[src/rtl/frame_playback_reader.sv]
// frame_playback_reader: reads a processed frame from RAM (address 0..last) and
// streams it over valid/ready, requesting the next frame once fully drained.
module frame_playback_reader #(
  parameter int DATA_WIDTH = 16,
  parameter int ADDR_WIDTH = 10
) (
  input  logic                  clk,
  input  logic                  rst_n,
  input  logic                  frame_done,
  input  logic [ADDR_WIDTH-1:0] frame_last_addr,
  output logic [ADDR_WIDTH-1:0] rd_addr,
  input  logic [DATA_WIDTH-1:0] rd_data,
  output logic                  m_valid,
  input  logic                  m_ready,
  output logic [DATA_WIDTH-1:0] m_data,
  output logic                  m_last,
  output logic                  busy,
  output logic                  frame_req,
  output logic                  overrun
);

  typedef enum logic [1:0] {
    IDLE  = 2'd0,
    READ  = 2'd1,
    DRAIN = 2'd2
  } state_t;

  state_t                state, state_nxt;
  logic [ADDR_WIDTH-1:0] last_q, last_nxt, rd_addr_nxt;
  logic                  busy_nxt, frame_req_nxt, overrun_nxt;

  logic                  tag_valid, tag_last;
  logic [DATA_WIDTH-1:0] fifo_data [2];
  logic [1:0]            fifo_last;
  logic                  wr_ptr, rd_ptr;
  logic [1:0]            count;

  logic                  pop, issue, final_hs;
  logic [2:0]            occupancy;

  assign m_valid = (count != 2'd0);
  assign m_data  = fifo_data[rd_ptr];
  assign m_last  = fifo_last[rd_ptr];
  assign pop     = m_valid & m_ready;

  // Credits: entries held plus the read in flight, less the one leaving now.
  assign occupancy = {1'b0, count} + {2'b00, tag_valid} - {2'b00, pop};
  assign final_hs  = (state == DRAIN) & pop & m_last;

  always_comb begin
    state_nxt     = state;
    rd_addr_nxt   = rd_addr;
    last_nxt      = last_q;
    busy_nxt      = busy;
    frame_req_nxt = 1'b0;
    overrun_nxt   = 1'b0;
    issue         = 1'b0;
    case (state)
      IDLE: begin
        if (frame_done) begin
          last_nxt    = frame_last_addr;
          rd_addr_nxt = '0;
          busy_nxt    = 1'b1;
          state_nxt   = READ;
        end
      end
      READ: begin
        overrun_nxt = frame_done;
        if (occupancy < 3'd2) begin
          issue = 1'b1;
          if (rd_addr == last_q) begin
            state_nxt = DRAIN;
          end else begin
            rd_addr_nxt = rd_addr + 1'b1;
          end
        end
      end
      DRAIN: begin
        if (final_hs) begin
          frame_req_nxt = 1'b1;
          if (frame_done) begin
            // Back-to-back frame: accepted on the very cycle the old one ends.
            last_nxt    = frame_last_addr;
            rd_addr_nxt = '0;
            state_nxt   = READ;
          end else begin
            busy_nxt  = 1'b0;
            state_nxt = IDLE;
          end
        end else begin
          overrun_nxt = frame_done;
        end
      end
      default: begin
        state_nxt = IDLE;
        busy_nxt  = 1'b0;
      end
    endcase
  end

  always_ff @(posedge clk or negedge rst_n) begin
    if (!rst_n) begin
      state     <= IDLE;
      rd_addr   <= '0;
      last_q    <= '0;
      busy      <= 1'b0;
      frame_req <= 1'b0;
      overrun   <= 1'b0;
      tag_valid <= 1'b0;
      tag_last  <= 1'b0;
    end else begin
      state     <= state_nxt;
      rd_addr   <= rd_addr_nxt;
      last_q    <= last_nxt;
      busy      <= busy_nxt;
      frame_req <= frame_req_nxt;
      overrun   <= overrun_nxt;
      tag_valid <= issue;
      tag_last  <= issue & (rd_addr == last_q);
    end
  end

  // Two-entry output FIFO; the tag lines up with rd_data one cycle after issue.
  always_ff @(posedge clk or negedge rst_n) begin
    if (!rst_n) begin
      fifo_data[0] <= '0;
      fifo_data[1] <= '0;
      fifo_last    <= '0;
      wr_ptr       <= 1'b0;
      rd_ptr       <= 1'b0;
      count        <= '0;
    end else begin
      if (tag_valid) begin
        fifo_data[wr_ptr] <= rd_data;
        fifo_last[wr_ptr] <= tag_last;
        wr_ptr            <= ~wr_ptr;
      end
      if (pop) begin
        rd_ptr <= ~rd_ptr;
      end
      count <= count + {1'b0, tag_valid} - {1'b0, pop};
    end
  end

endmodule

[config.mk]
export PLATFORM = sky130hd
export DESIGN_NAME = frame_playback_reader
export DESIGN_NICKNAME = d
export VERILOG_FILES = /design/src/rtl/frame_playback_reader.sv
export SDC_FILE = /design/constraint.sdc
export NUM_CORES = 1
export LEC_CHECK = 0
export CAP_MARGIN = 10
export CORE_ASPECT_RATIO = 0.5
export CORE_MARGIN = 8
export CORE_UTILIZATION = 29
export CTS_CLUSTER_DIAMETER = 100
export CTS_CLUSTER_SIZE = 40
export DETAILED_ROUTE_END_ITERATION = 16
export SYNTH_ARGS = -nofsm -noshare
export SYNTH_HDL_FRONTEND = slang
export SYNTH_SLANG_ARGS = --single-unit
[constraint.sdc]
create_clock -name clk -period 3.8 [get_ports clk]
set_input_delay 1.14 -clock clk [delete_from_list [all_inputs] [get_ports clk]]
set_output_delay 1.14 -clock clk [all_outputs]
set_load 0.02 [all_outputs]
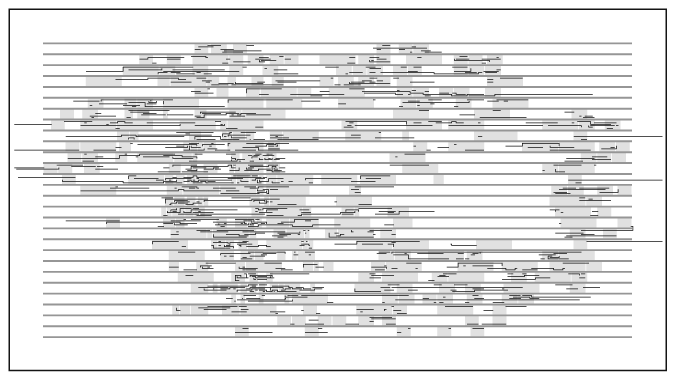
Fig. 1. Metal 1.
(4 px per um) Supply wires on this layer in gray. Cells faint in the background.
main direction: horizontal
longest straight run: 47.4 um
share of all routed wire: 44%
vias post-DR: 2242
fraction of met1 tracks used by global routing: 0.126

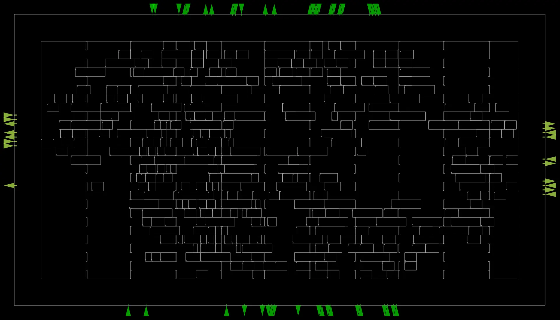
Fig. 2. Cell placement.
placeable core region: 0.0108 sq mm
register share of the cell area: 0.378
final core occ: 0.398

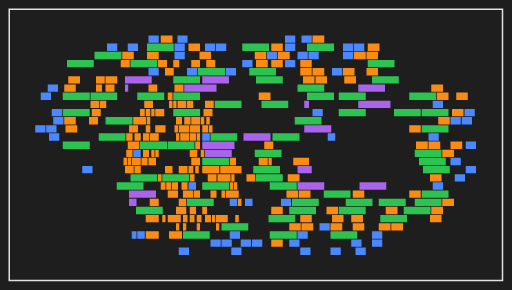
Fig. 3. Placement by cell class.
(3 px per um)
| color | class | cells | share of their area |
|---|---|---|---|
| green | flip-flops | 65 | 39% |
| orange | all other logic | 177 | 36% |
| purple | clock drivers and dummy loads | 16 | 8.4% |
| blue | other buffers and delay cells | 67 | 16% |
cell area after layout: 0.00431 sq mm
Core Rows: 27

==> run_summary.xml <==
<?xml version="1.0" encoding="UTF-8"?>
<metrics>
  <group name="status">
    <metric name="run_status" unit="">finished clean</metric>
  </group>
  <group name="detailed_routing">
    <metric name="met3_wirelength" unit="um">316</metric>
    <metric name="drt_wl_total" unit="um">7320</metric>
    <metric name="wl_met1" unit="um">3230</metric>
    <metric name="postRouteAntennaNets" unit="">0</metric>
    <metric name="dr_wl_met2" unit="um">3630</metric>
  </group>
  <group name="finish">
    <metric name="most-common-layout-cells" unit="">sky130_fd_sc_hd__dfrtp_1, sky130_fd_sc_hd__mux2_2, sky130_fd_sc_hd__clkdlybuf4s50_1</metric>
    <metric name="clock_area_frac" unit="">0.0802</metric>
    <metric name="fillerInstances" unit="">1006</metric>
    <metric name="inverters_excl_clock" unit="">11</metric>
    <metric name="layout-drive-gt1-share" unit="">0.295</metric>
    <metric name="num_antenna_cells" unit="">0</metric>
    <metric name="area_delta_synth_final" unit="%">35.8</metric>
    <metric name="final.signal_buffer_count" unit="">67</metric>
    <metric name="final-comb-area" unit="sq mm">0.00146</metric>
    <metric name="largest_register_ffs" unit="">32</metric>
    <metric name="post_layout_nonfiller_instances" unit="">470</metric>
    <metric name="layout.nonclk_buf_frac" unit="">0.150</metric>
    <metric name="clock_buffer_count" unit="">11</metric>
    <metric name="n_multi_input_combinational_cell" unit="">166</metric>
  </group>
  <group name="global_routing">
    <metric name="grt_max_degree" unit="">66</metric>
    <metric name="globalRouteTotalUtil" unit="">0.106</metric>
    <metric name="grt-busiest-layer" unit="">met2</metric>
    <metric name="overall_overflow_remaining_after_global_route" unit="">0</metric>
  </group>
  <group name="final_timing">
    <metric name="worst_slew_pin_slew" unit="ns">0.943</metric>
    <metric name="fmaxAchievable" unit="MHz">278</metric>
    <metric name="timing.final.crit_share" unit="">0.948</metric>
    <metric name="rsz0062_at_grt" unit="">no</metric>
    <metric name="worst_hold_slack" unit="ns">0.498</metric>
    <metric name="skew" unit="ns">0.00424</metric>
    <metric name="timing.final.max_slew_violations" unit="">0</metric>
    <metric name="fin_ws" unit="ns">0.197</metric>
  </group>
  <group name="critical_path">
    <metric name="worst_setup_path_endpoint" unit="">rd_addr[9]</metric>
    <metric name="cp_data_arrival_time" unit="ns">3.82</metric>
    <metric name="cp_num_cells" unit="">11</metric>
    <metric name="r2r-end" unit="">rd_addr[9]</metric>
    <metric name="worst_path_largest_cell_delay" unit="ns">0.52</metric>
  </group>
  <group name="floorplan">
    <metric name="fp-utilization" unit="">0.293</metric>
    <metric name="die_width" unit="um">164</metric>
    <metric name="num_tap_cells" unit="">145</metric>
  </group>
  <group name="clock_network">
    <metric name="cts_tree" unit="">done</metric>
    <metric name="cts.path.max_buffers" unit="">2</metric>
    <metric name="clk_latency" unit="ns">0.33</metric>
    <metric name="cts_buffers" unit="">9</metric>
    <metric name="cts_setup_buffers" unit="">0</metric>
    <metric name="tritoncts_num_sinks" unit="">65</metric>
    <metric name="htree_num_levels" unit="">3</metric>
    <metric name="post_cts_resized" unit="">0</metric>
    <metric name="cts.hold.buffers_added" unit="">0</metric>
  </group>
  <group name="placement">
    <metric name="place_inst" unit="">454</metric>
    <metric name="gp_routability_congestion" unit="">0.786</metric>
    <metric name="post-dp-hpwl" unit="um">5260</metric>
  </group>
  <group name="power_and_ir_drop">
    <metric name="vdd_ir_drop_max" unit="V">0.000270</metric>
    <metric name="power_report.internal_total" unit="mW">2.46</metric>
    <metric name="seq_cell_power" unit="mW">1.17</metric>
    <metric name="power_per_cell_area" unit="mW/mm^2">844</metric>
    <metric name="fin_total_pwr" unit="mW">3.63</metric>
    <metric name="power.largest_group" unit="">combinational logic</metric>
    <metric name="leakage" unit="nW">1.84</metric>
  </group>
  <group name="job">
    <metric name="max_cap_viol_count" unit="">0</metric>
    <metric name="tool_warnings" unit="">29</metric>
  </group>
  <group name="yosys">
    <metric name="top_area_frac" unit="">0.513</metric>
    <metric name="syn-instance-count" unit="">251</metric>
    <metric name="synthesis.yosys.warnings" unit="">0</metric>
    <metric name="synthAoiAreaFrac" unit="">0.0651</metric>
    <metric name="netlist_area" unit="sq mm">0.00317</metric>
    <metric name="ys_sh_mux" unit="">0.224</metric>
    <metric name="count_leader_synth" unit="">sky130_fd_sc_hd__dfrtp_1</metric>
    <metric name="ys_top_logic_family" unit="">multiplexers</metric>
    <metric name="synth.lib_cells_used.distinct" unit="">46</metric>
    <metric name="synth_top_flop_cell" unit="">sky130_fd_sc_hd__dfrtp_1</metric>
    <metric name="synth.cellmix.xorXnorShare" unit="">0.0359</metric>
  </group>
  <group name="hold_path">
    <metric name="whs_endpoint" unit="">fifo_data[2]</metric>
    <metric name="min_delay_path_depth" unit="">1</metric>
  </group>
</metrics>
No activity file was given, so power comes from the tool's default toggle rates.
